## config.mk

```make
export PLATFORM = sky130hd
export DESIGN_NAME = delay_align
export DESIGN_NICKNAME = d
export VERILOG_FILES = /design/src/rtl/delay_align.sv
export SDC_FILE = /design/constraint.sdc
export NUM_CORES = 1
export LEC_CHECK = 0
export CORE_MARGIN = 2
export CORE_UTILIZATION = 57
export DETAILED_ROUTE_END_ITERATION = 8
export HOLD_SLACK_MARGIN = 0.12
export PLACE_DENSITY = 0.74
export SLEW_MARGIN = 20
export SYNTH_ARGS = -nofsm -noshare
export SYNTH_HDL_FRONTEND = slang
export SYNTH_SLANG_ARGS = --single-unit
```

## constraint.sdc

```tcl
create_clock -name clk -period 3.17 [get_ports clk]
set_input_delay 0.4755 -clock clk [delete_from_list [all_inputs] [get_ports clk]]
set_output_delay 0.4755 -clock clk [all_outputs]
set_load 0.02 [all_outputs]
```

## src/rtl/delay_align.sv

```systemverilog
// Purpose: measures the skew between a reference and a delayed stream and emits a delay_96 setting.
// Latency: wr_comm/done appear size+win+1 clocks after the edge that samples start.
// Backpressure: none; start is accepted only in IDLE, requests arriving while busy are dropped.
module delay_align #(
  parameter int size = 20,
  parameter int win  = 32
) (
  input  logic        clk,
  input  logic        rst,
  input  logic [31:0] Iref,
  input  logic [31:0] Idly,
  input  logic        start,
  output logic        wr_comm,
  output logic [7:0]  upr,
  output logic        busy,
  output logic        done,
  output logic        fail
);

  localparam int             CW        = $clog2(win + 1);
  localparam logic [7:0]     FILL_LAST = 8'(size - 2);
  localparam logic [7:0]     MEAS_LAST = 8'(win - 1);
  localparam logic [CW-1:0]  WIN_C     = CW'(win);

  typedef enum logic [2:0] {IDLE, FILL, MEASURE, DECIDE, ISSUE} state_t;

  state_t        state, next_state;
  logic [7:0]    ph;
  logic [31:0]   hist [size-1];   // hist[j] is Iref from j+1 cycles earlier
  logic [31:0]   tap  [size];
  logic [CW-1:0] cnt  [size];
  logic          clr, cnt_en, ph_clr;
  logic          found_c, found_q;
  logic [7:0]    idx_c, idx_q;

  // State register
  always_ff @(posedge clk or negedge rst) begin
    if (!rst) state <= IDLE;
    else      state <= next_state;
  end

  // Next-state and control decode; busy covers FILL, MEASURE and DECIDE only
  always_comb begin
    next_state = state;
    clr        = 1'b0;
    cnt_en     = 1'b0;
    ph_clr     = 1'b0;
    busy       = 1'b0;
    case (state)
      IDLE: begin
        ph_clr = 1'b1;
        if (start) begin
          clr        = 1'b1;
          next_state = FILL;
        end
      end
      FILL: begin
        busy = 1'b1;
        if (ph == FILL_LAST) begin
          ph_clr     = 1'b1;
          next_state = MEASURE;
        end
      end
      MEASURE: begin
        busy   = 1'b1;
        cnt_en = 1'b1;
        if (ph == MEAS_LAST) begin
          ph_clr     = 1'b1;
          next_state = DECIDE;
        end
      end
      DECIDE: begin
        busy       = 1'b1;
        next_state = ISSUE;
      end
      ISSUE:   next_state = IDLE;
      default: next_state = IDLE;
    endcase
  end

  // Phase counter timing FILL and MEASURE
  always_ff @(posedge clk or negedge rst) begin
    if (!rst)        ph <= 8'd0;
    else if (ph_clr) ph <= 8'd0;
    else             ph <= ph + 8'd1;
  end

  // Reference history shifts every cycle regardless of state
  always_ff @(posedge clk or negedge rst) begin
    if (!rst) begin
      for (int j = 0; j < size - 1; j++) hist[j] <= 32'd0;
    end else begin
      hist[0] <= Iref;
      for (int j = 1; j < size - 1; j++) hist[j] <= hist[j-1];
    end
  end

  // Tap view: tap[0] is the live sample, tap[d] the sample d cycles old
  always_comb begin
    tap[0] = Iref;
    for (int d = 1; d < size; d++) tap[d] = hist[d-1];
  end

  // Per-delay match counters, saturating at the window length
  always_ff @(posedge clk or negedge rst) begin
    if (!rst) begin
      for (int d = 0; d < size; d++) cnt[d] <= '0;
    end else if (clr) begin
      for (int d = 0; d < size; d++) cnt[d] <= '0;
    end else if (cnt_en) begin
      for (int d = 0; d < size; d++)
        if (tap[d] == Idly && cnt[d] != WIN_C) cnt[d] <= cnt[d] + CW'(1);
    end
  end

  // Winner search: scanning downwards leaves the lowest full-score delay
  always_comb begin
    found_c = 1'b0;
    idx_c   = 8'd0;
    for (int d = size - 1; d >= 0; d--) begin
      if (cnt[d] == WIN_C) begin
        found_c = 1'b1;
        idx_c   = 8'(d);
      end
    end
  end

  // Capture the decision once counting is complete
  always_ff @(posedge clk or negedge rst) begin
    if (!rst) begin
      found_q <= 1'b0;
      idx_q   <= 8'd0;
    end else if (state == DECIDE) begin
      found_q <= found_c;
      idx_q   <= idx_c;
    end
  end

  // Registered result strobes; upr and fail hold between measurements
  always_ff @(posedge clk or negedge rst) begin
    if (!rst) begin
      wr_comm <= 1'b0;
      done    <= 1'b0;
      fail    <= 1'b0;
      upr     <= 8'd0;
    end else begin
      wr_comm <= 1'b0;
      done    <= 1'b0;
      if (clr) fail <= 1'b0;
      if (state == ISSUE) begin
        done <= 1'b1;
        if (found_q) begin
          wr_comm <= 1'b1;
          upr     <= idx_q;
        end else begin
          fail <= 1'b1;
        end
      end
    end
  end

endmodule

```

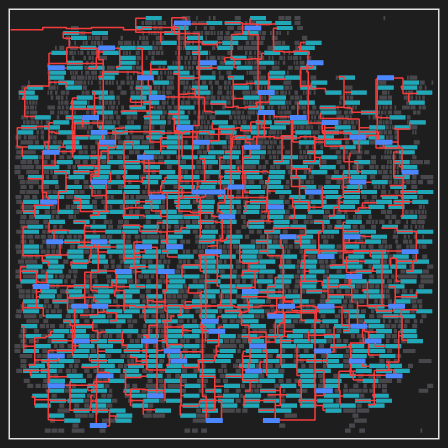
**Above:** routed clock nets over the placement.
legend:
  cyan:
    item: flip-flops
    count: 753
  blue:
    item: clock drivers
    count: 75
  red:
    item: clock wires
    length: 8330 um
flops lie: spread over the die
routed clock nets: 76
Worst-Skew Late Latency: 620 ps
worst clock skew: 19.0 ps
clock group power: 0.00901 W
clock power share: 42.9%

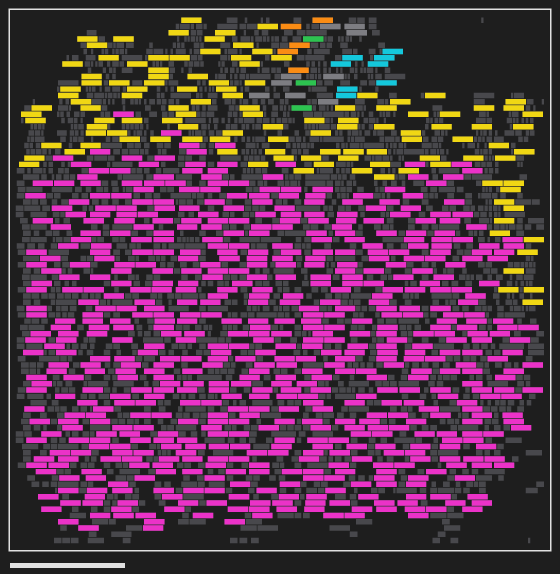
**Above:** where the registers sit.
Scale bar: 50 um. Other sequential cells in the stronger gray, the rest of the logic in the fainter gray.
legend:
  yellow:
    netlist_name: cnt
    flops: 120
    where: a band across the top
  magenta:
    netlist_name: hist
    flops: 608
  green:
    netlist_name: state
    flops: 3
  orange:
    netlist_name: upr
    flops: 5
    where: top center
  cyan:
    netlist_name: ph
    flops: 8
not colored: 9
post-layout util: 67.7%
Seq. pwr: 0.0103 W
Reg area: 0.0188 sq mm

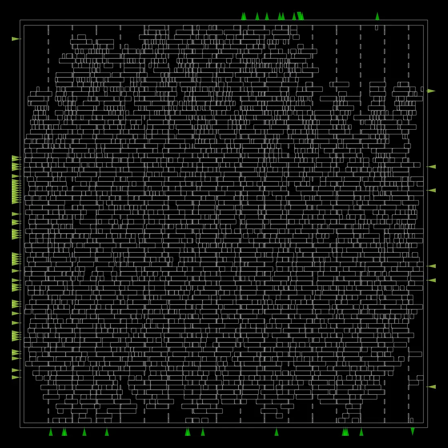
**Above:** placed standard cells.
fillers: 3616
# Taps: 688
Rows: 84

==> flow_summary.ini <==
; physical design summary
[logic_synthesis]
async_reset_ff_share_pct = 100
yosys_area_sq_mm = 0.0302
synth_seq_share_pct = 62.4
synth_warnings = 0
ys.flop_type = dfrtp_1

[routing]
drtPass1Iterations = 5
num_vias = 18700
wire_per_inst_um = 22.0
via_per_inst = 5.65

[timing]
hold_ws_ps = 344
fmax_mhz = 346
max_slew.worst_pin.slew_ps = 830
min_period_ps = 2890
hold_viol = 0
slew_headroom_pct = 44.2

[pwr]
leakagePower_nw = 14.7
cellPowerDensity_mw_per_mm2 = 592

[clock_network]
cts_tree = done
numCtsBuffers = 75
post-cts-setup-buffers = 0
ctsLongestPathBuffers = 3
post_cts_resize_count = 0
path_clk_slew_ps = 60
cts_hold_buffers = 1

[outcome]
outcome = finished, final reports clean

[final_layout]
fin_nets = 2679
lay_top_cells = 753 x dfrtp_1, 481 x xnor2_1, 192 x xor2_1
diodes = 0
lay_top_count = dfrtp_1

[placed_design]
dp_hpwl_um = 52900
place.gp.congestion = 0.887
dpl.cell_count = 3180

[floorplanning]
die_w_um = 234
pin_count = 79

[setup_path]
worstSetupPathType = reg -> reg
worstPathRequired_ps = 3700
cp.arrival_ps = 3420
cp-startpoint = state[2]
r2r-start = state[2]
worstSetupEndpointType = flop
cp-endpoint = cnt[65]

[grt]
overflow = 0
grt_max_degree = 122

[worst_hold_path]
hold_depth = 1
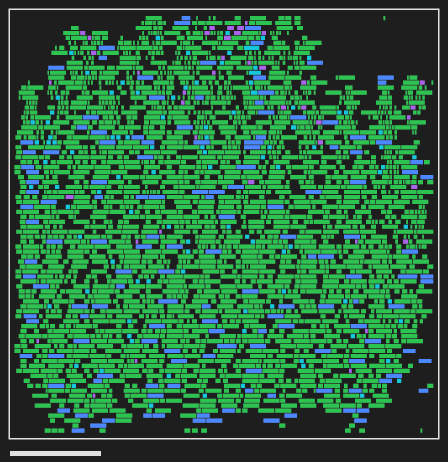
**Above:** drive-strength map.
Scale bar: 50 um.
legend:
  cyan:
    size: _3 and _4 cells
    cells: 101
    share: 3.8%
  blue:
    size: _6 and larger
    cells: 146
    share: 5.6%
  purple:
    size: _2 cells
    cells: 40
    share: 1.5%
  green:
    size: _0 and _1 cells
    cells: 2340
    share: 89%
Synth-to-Final Area Change: 17.5%
post-route design area: 0.0355 sq mm
Non-CTS buffers: 212

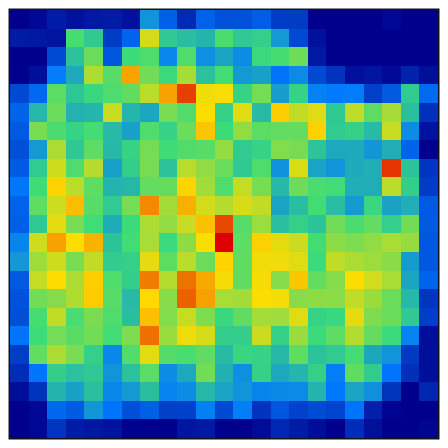
**Above:** routed metal per tile.
The die is cut into 23 by 23 equal tiles; dark blue is low, red is high, scaled to the fullest tile. Values are wire area over tile area, all layers added.
densest ninth of the die: center
emptiest ninth of the die: upper right
fullest tile: 0.52
mean over tiles: 0.21
detailed-route wire length: 72900 um
Tot GR Track Use: 27.8%

-- area by class of cell --
class | count | area share (%)
flip-flops and latches | 753 | 53.1
clock inverters | 25 | 0.852
clock buffers | 109 | 6.24
inverters | 75 | 0.793
repair buffers | 212 | 6.51
well taps | 688 | 2.42
multi-input cells | 1453 | 30.1
-- state kept, by name, indices dropped and copies added, names as in the netlist --
name     flops
done         1
hist       608
cnt        120
idx_q        5
found_q      1
state        3
ph           8
upr          5
fail         1
wr_comm      1
-- cell usage after synthesis, types with 27 or more instances --
cell type,instances,area (sq um)
nand4_1,147,920
o21ai_0,42,210
buf_2,38,190
or4_1,27,203
a21oi_1,62,310
nor2_1,62,233
nor4_1,83,519
nand3_1,82,410
inv_1,75,282
nor3_1,27,135
nand2_1,71,267
xor2_1,192,1680
dfrtp_1,753,18800
o31ai_1,32,240
xnor2_1,481,4210
ha_1,42,526
clkbuf_1,42,158
-- report_power, final --
part / switching (W) / total [W] / internal (W)
clock: 0.00372 / 0.00901 / 0.00529
sequential: 0.000288 / 0.0103 / 0.0100
combinational: 0.000961 / 0.00170 / 0.000737
total: 0.00497 / 0.0210 / 0.0160
-- metrics by stage --
stage          worst slack, ps  TNS, ps  area, sq um  power, W
2_1_floorplan              737        0        30200    0.0113
4_1_cts                    289        0        35500    0.0211
6_report                   283        0        35500    0.0210
3_3_place_gp             -89.9     -121        33000    0.0121
5_1_grt                    135        0        35500    0.0217
3_5_place_dp              -173     -493        33000    0.0122
-- worst max-delay path, cell delays in order, from the launching register on --
cell and delay (ps):
dfrtp_1 380, buf_4 180, nor3b_4 230, buf_12 220, nand4_1 200, nor4_1 500
buf_4 220, nand3_1 170, or4_1 510, a21oi_1 170
-- how the worst min path moves through the flow --
stage | to | startpoint | slack [ps]
4_1_cts | hist[579] | Iref[3] | 320
3_5_place_dp | hist[540] | hist[572] | 380
2_1_floorplan | cnt[0] | rst | 180
3_3_place_gp | hist[372] | hist[404] | 370
6_report | hist[579] | Iref[3] | 340
5_1_grt | hist[583] | Iref[7] | 330
-- routing by layer --
layer  share of wire [%]  up-vias  GRT usage, %  routed length [um]
li1                    -     8468             -                   -
met1                  36     9608          30.7               26500
met2                  54      472          51.0               39200
met3                 3.2      191          3.53                2360
met4                 6.6        0          16.9                4840
met5                   0        -             0                   0
-- cells by family after synthesis --
| kind of cell | synth area share (%) |
|---|---|
| DFF | 62.4 |
| xor gates and xnor gates | 19.5 |
| and+or+nand+nor | 10.4 |
| buffers and inverters | 2.29 |
| AOI/OAI and AO/OA | 3.23 |
| adders and majority gates | 1.74 |
| muxes | 0.518 |
| other | 0.0124 |
Power figures rest on the tool's default switching activity, not on a simulated workload.
